$ cat config.mk
export PLATFORM = sky130hd
export DESIGN_NAME = la_wb_initiator
export DESIGN_NICKNAME = d
export VERILOG_FILES = /design/src/rtl/la_wb_initiator.sv
export SDC_FILE = /design/constraint.sdc
export NUM_CORES = 1
export LEC_CHECK = 0
export ABC_AREA = 1
export CAP_MARGIN = 20
export CORE_MARGIN = 4
export CORE_UTILIZATION = 40
export DETAILED_ROUTE_END_ITERATION = 10
export HOLD_SLACK_MARGIN = 0.12
export PLACE_DENSITY = 0.78
export SLEW_MARGIN = 20
export SYNTH_ARGS = -nofsm -noshare
export SYNTH_HDL_FRONTEND = slang
export SYNTH_SLANG_ARGS = --single-unit
export TNS_END_PERCENT = 10
$ cat constraint.sdc
create_clock -name wb_clk_i -period 2.16 [get_ports wb_clk_i]
set_input_delay 0.432 -clock wb_clk_i [delete_from_list [all_inputs] [get_ports wb_clk_i]]
set_output_delay 0.432 -clock wb_clk_i [all_outputs]
set_load 0.02 [all_outputs]
$ cat src/rtl/la_wb_initiator.sv
// ---------------------------------------------------------------------------
// la_wb_initiator
//
// Wishbone B4 classic single-transfer initiator. A read or write command is
// accepted on a valid/ready port, one Wishbone classic cycle is run against
// a user-area responder, and the read data plus a completion status are
// returned on a valid/ready response port. Every bus cycle is bounded by a
// timeout so a dead responder cannot hang the caller.
//
// Parameters
//   TIMEOUT_CYCLES  maximum cycles with cyc/stb high before abort (1..65535)
//
// Ports
//   wb_clk_i        clock, rising edge
//   wb_rst_ni       asynchronous active-low reset
//   cmd_valid_i     command present
//   cmd_ready_o     command accepted this edge (high only in IDLE)
//   cmd_we_i        1 = write, 0 = read
//   cmd_adr_i       byte address
//   cmd_dat_i       write data
//   cmd_sel_i       byte lane selects
//   rsp_valid_o     response available
//   rsp_ready_i     response consumed
//   rsp_dat_o       read data (0 for writes, errors and timeouts)
//   rsp_status_o    00 = ack, 01 = bus error, 10 = timeout
//   wbm_*           Wishbone initiator signals
//   busy_o          high whenever a transfer is in flight (not IDLE)
// ---------------------------------------------------------------------------
module la_wb_initiator #(
    parameter int unsigned TIMEOUT_CYCLES = 255
) (
    input  logic        wb_clk_i,
    input  logic        wb_rst_ni,
    input  logic        cmd_valid_i,
    output logic        cmd_ready_o,
    input  logic        cmd_we_i,
    input  logic [31:0] cmd_adr_i,
    input  logic [31:0] cmd_dat_i,
    input  logic [3:0]  cmd_sel_i,
    output logic        rsp_valid_o,
    input  logic        rsp_ready_i,
    output logic [31:0] rsp_dat_o,
    output logic [1:0]  rsp_status_o,
    output logic        wbm_cyc_o,
    output logic        wbm_stb_o,
    output logic        wbm_we_o,
    output logic [3:0]  wbm_sel_o,
    output logic [31:0] wbm_adr_o,
    output logic [31:0] wbm_dat_o,
    input  logic [31:0] wbm_dat_i,
    input  logic        wbm_ack_i,
    input  logic        wbm_err_i,
    output logic        busy_o
);

    localparam int CNT_W = $clog2(TIMEOUT_CYCLES + 1);
    localparam logic [CNT_W-1:0] CNT_LAST = CNT_W'(TIMEOUT_CYCLES - 1);

    localparam logic [1:0] STATUS_ACK     = 2'b00;
    localparam logic [1:0] STATUS_ERR     = 2'b01;
    localparam logic [1:0] STATUS_TIMEOUT = 2'b10;

    typedef enum logic [1:0] {
        IDLE,
        BUS,
        RESP
    } state_t;

    state_t           state;
    state_t           next_state;
    logic [CNT_W-1:0] timeout_cnt;
    logic             timeout_hit;

    // The counter starts at 0 on the handshake edge, so reaching
    // TIMEOUT_CYCLES-1 on a BUS edge means cyc/stb have been high for
    // exactly TIMEOUT_CYCLES cycles.
    assign timeout_hit = (timeout_cnt == CNT_LAST);

    assign cmd_ready_o = (state == IDLE);
    assign busy_o      = (state != IDLE);

    // State register.
    always_ff @(posedge wb_clk_i or negedge wb_rst_ni) begin
        if (!wb_rst_ni) begin
            state <= IDLE;
        end else begin
            state <= next_state;
        end
    end

    // Next-state decode. Ack/err only matter in BUS; in IDLE and RESP they
    // are treated as stray and ignored.
    always_comb begin
        next_state = state;
        case (state)
            IDLE:    if (cmd_valid_i) next_state = BUS;
            BUS:     if (wbm_err_i || wbm_ack_i || timeout_hit) next_state = RESP;
            RESP:    if (rsp_ready_i) next_state = IDLE;
            default: next_state = IDLE;
        endcase
    end

    // Registered bus and response outputs. Command fields are captured on
    // the handshake and held through BUS; the response is built on the BUS
    // exit edge with error taking priority over ack, and ack over timeout.
    always_ff @(posedge wb_clk_i or negedge wb_rst_ni) begin
        if (!wb_rst_ni) begin
            wbm_cyc_o    <= 1'b0;
            wbm_stb_o    <= 1'b0;
            wbm_we_o     <= 1'b0;
            wbm_sel_o    <= '0;
            wbm_adr_o    <= '0;
            wbm_dat_o    <= '0;
            rsp_valid_o  <= 1'b0;
            rsp_dat_o    <= '0;
            rsp_status_o <= STATUS_ACK;
            timeout_cnt  <= '0;
        end else begin
            case (state)
                IDLE: begin
                    if (cmd_valid_i) begin
                        wbm_cyc_o   <= 1'b1;
                        wbm_stb_o   <= 1'b1;
                        wbm_we_o    <= cmd_we_i;
                        wbm_sel_o   <= cmd_sel_i;
                        wbm_adr_o   <= cmd_adr_i;
                        wbm_dat_o   <= cmd_dat_i;
                        timeout_cnt <= '0;
                    end
                end
                BUS: begin
                    if (wbm_err_i) begin
                        wbm_cyc_o    <= 1'b0;
                        wbm_stb_o    <= 1'b0;
                        rsp_valid_o  <= 1'b1;
                        rsp_dat_o    <= '0;
                        rsp_status_o <= STATUS_ERR;
                    end else if (wbm_ack_i) begin
                        wbm_cyc_o    <= 1'b0;
                        wbm_stb_o    <= 1'b0;
                        rsp_valid_o  <= 1'b1;
                        rsp_dat_o    <= wbm_we_o ? 32'd0 : wbm_dat_i;
                        rsp_status_o <= STATUS_ACK;
                    end else if (timeout_hit) begin
                        wbm_cyc_o    <= 1'b0;
                        wbm_stb_o    <= 1'b0;
                        rsp_valid_o  <= 1'b1;
                        rsp_dat_o    <= '0;
                        rsp_status_o <= STATUS_TIMEOUT;
                    end else begin
                        timeout_cnt  <= timeout_cnt + CNT_W'(1);
                    end
                end
                RESP: begin
                    if (rsp_ready_i) begin
                        rsp_valid_o <= 1'b0;
                    end
                end
                default: begin
                    rsp_valid_o <= 1'b0;
                end
            endcase
        end
    end

endmodule

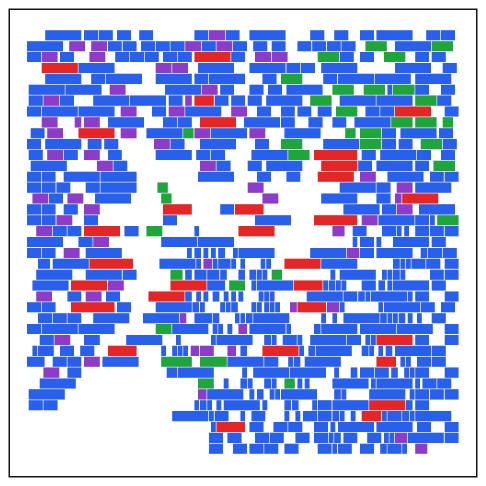
(sizing map)
Drawn at 4 px/um.
_0 and _1 cells -> blue  # cells 493, share 80%
_3 and _4 cells -> green  # cells 34, share 5.5%
_6 and larger -> red  # cells 30, share 4.8%
_2 cells -> purple  # cells 63, share 10%

==> flow_summary.yaml <==
# generated from flow reports
outcome:
  status: "completed"
placement:
  dpl.hpwl_um: 9420
  dp.cells: 730
  port_buffers: 214
  postPlaceCellArea_um2: 7070
  gp_congestion: 0.791
worst_setup_path:
  required_ns: 1.73
  arrival_ns: 1.50
  ff2ff_path_depth: 9
  r2r_slack_ns: 0.49
  crit_slowest_cell: "clkdlybuf4s50_1"
  endpoint: "wbm_we_o"
  path_class: "register to output port"
  critPathTopFamily: "buffers and inverters"
  crit_buf_inv: 1
  worstSetupStartpointType: "register"
  rr_startpoint: "timeout_cnt[0]$_DFFE_PN0P_"
  path_max_fanout: 3
clocking:
  insertion_delay_ns: 0.41
  clockBufferDepth: 2
  path_clk_slew_ns: 0.05
  post_cts_buffers: 0
  ctsResizeCount: 1
  cts_tree: "yes"
  htree_levels: 4
  hold_buffers: 1
  cts_buffers: 17
pwr:
  ir_drop_mv: 0.968
  p_switching_mw: 3.95
  p_leak_nw: 3.36
  power.density_nw_per_um2: 1520
  power.internal_mw: 7.79
  swShare_pct: 33.6
  sequentialPowerShare_pct: 30.7
job:
  tool_warnings: 27
  maxCapViolCount: 0
global_route:
  grt_max_degree: 35
  grt.busiest_layer: "met2"
  grt_usage_pct: 19.3
  grt_overflow: 0
  antenna_found_initial: 0
  grt_pass1_vias: 3938
  use_met3_pct: 9.38
  grtUsageMet2_pct: 32.5
floorplanning:
  dieHeight_um: 116
  initial_utilization_pct: 41.1
  die_x_um: 116
  dieArea_um2: 13600
  boundaryPins: 215
layout:
  area_growth_pct: 63.8
  n_antenna_cell: 0
  layout-drive-gt1-share_pct: 20.5
  final_cells: 763
  fin_area_um2: 7710
  lay_top_count: "clkdlybuf4s50_1"
synth:
  synth_area_per_cell_um2: 12.4
  simple_gate_share_pct: 11.6
  ys_area_um2: 4710
  ys_ff: 115
  mux_share_pct: 18.1
  fa_ha_area_share_pct: 0.531
  ys_cells: 380
  postSynthSeqShare_pct: 61.1
  syn-cell-area_um2: 4710
  topCombFamilyByArea: "multiplexers"
  yosysWarnings: 0
  synth-compound-area-share_pct: 4.57
  synthCells: 380
final_timing:
  grt_setup_unrepaired: "no"
  clock_skew_ns: 0.00736
  maxSlewHeadroom_pct: 70.6
  finalSetupTns_ns: 0
  finalClockPeriodUsage_pct: 89.3
  tightest_slew_ns: 0.442
  hold_viol_final: 0
  finalMaxSlewViolations: 0
  fmax_mhz: 519
  post-route-min-period_ns: 1.93
route:
  viasPerCell: 4.82
  antenna_left: 0
  avgRoutedWirePerCell_um: 16.9
  drc: 0
hold_path:
  hp-start: "rsp_status_o[1]$_DFFE_PN0P_"
  min_path_cells: 2
  hold_path.class: "register to register"
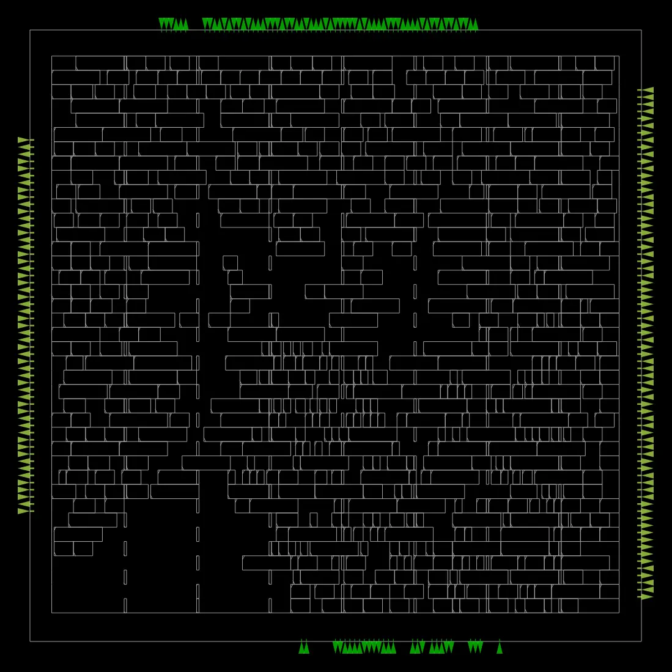
(cell placement)
Tapcells: 143
site row count: 39

[per-stage QoR]
stage | util (%) | power [mW] | setup slack [ns]
finish | 67.2 | 11.7 | 0.232
floorplan | - | 6.30 | 0.724
detailed placement | 61.7 | 8.85 | 0.205
CTS | 67.2 | 11.9 | 0.0335
global placement | 61.7 | 8.71 | 0.322
global route | 67.2 | 12.3 | 0.183
[state kept, by name (all words and copies together), names as in the netlist, 2 cells and up]
name and count:
state 2, timeout_cnt 8, wbm_dat_o 32, wbm_adr_o 32, rsp_status_o 2, rsp_dat_o 32
wbm_sel_o 4
[synth_stat cells (all sizes together)]
| cell | count | area share, % |
|---|---|---|
| o21ai | 35 | 4.1 |
| nor3b | 1 | 0.27 |
| nand3 | 12 | 1.4 |
| ha | 2 | 0.53 |
| nand2 | 100 | 8.4 |
| buf | 14 | 2.3 |
| nand3b | 1 | 0.16 |
| xnor2 | 1 | 0.19 |
| a22oi | 1 | 0.45 |
| nor2 | 13 | 1.4 |
| mux2 | 69 | 18 |
| dfrtp | 115 | 61 |
| inv | 9 | 0.72 |
| clkbuf | 5 | 0.45 |
| xor2 | 2 | 0.37 |
[layer usage]
metal	vias to the layer above	share of wire [%]
li1	1713	-
met4	0	1.2
met2	158	50
met1	1786	37
met3	18	11
met5	-	0
[power by group through the flow]
stage / clock network (mW) / logic [mW] / registers [mW]
floorplan: 0 / 1.66 / 4.64
global placement: 0 / 5.15 / 3.56
detailed placement: 0 / 5.21 / 3.63
CTS: 3.00 / 5.25 / 3.61
global route: 3.10 / 5.50 / 3.71
finish: 2.95 / 5.18 / 3.60
[layout make-up]
class	instances	area, um2
clock inverter	10	154
fill	846	3760
inverter	9	33.8
multi-input combinational	237	1680
tap	143	179
clock buffer	22	474
timing repair buffer	227	2320
sequential	115	2880
Power figures rest on the tool's default switching activity, not on a simulated workload.
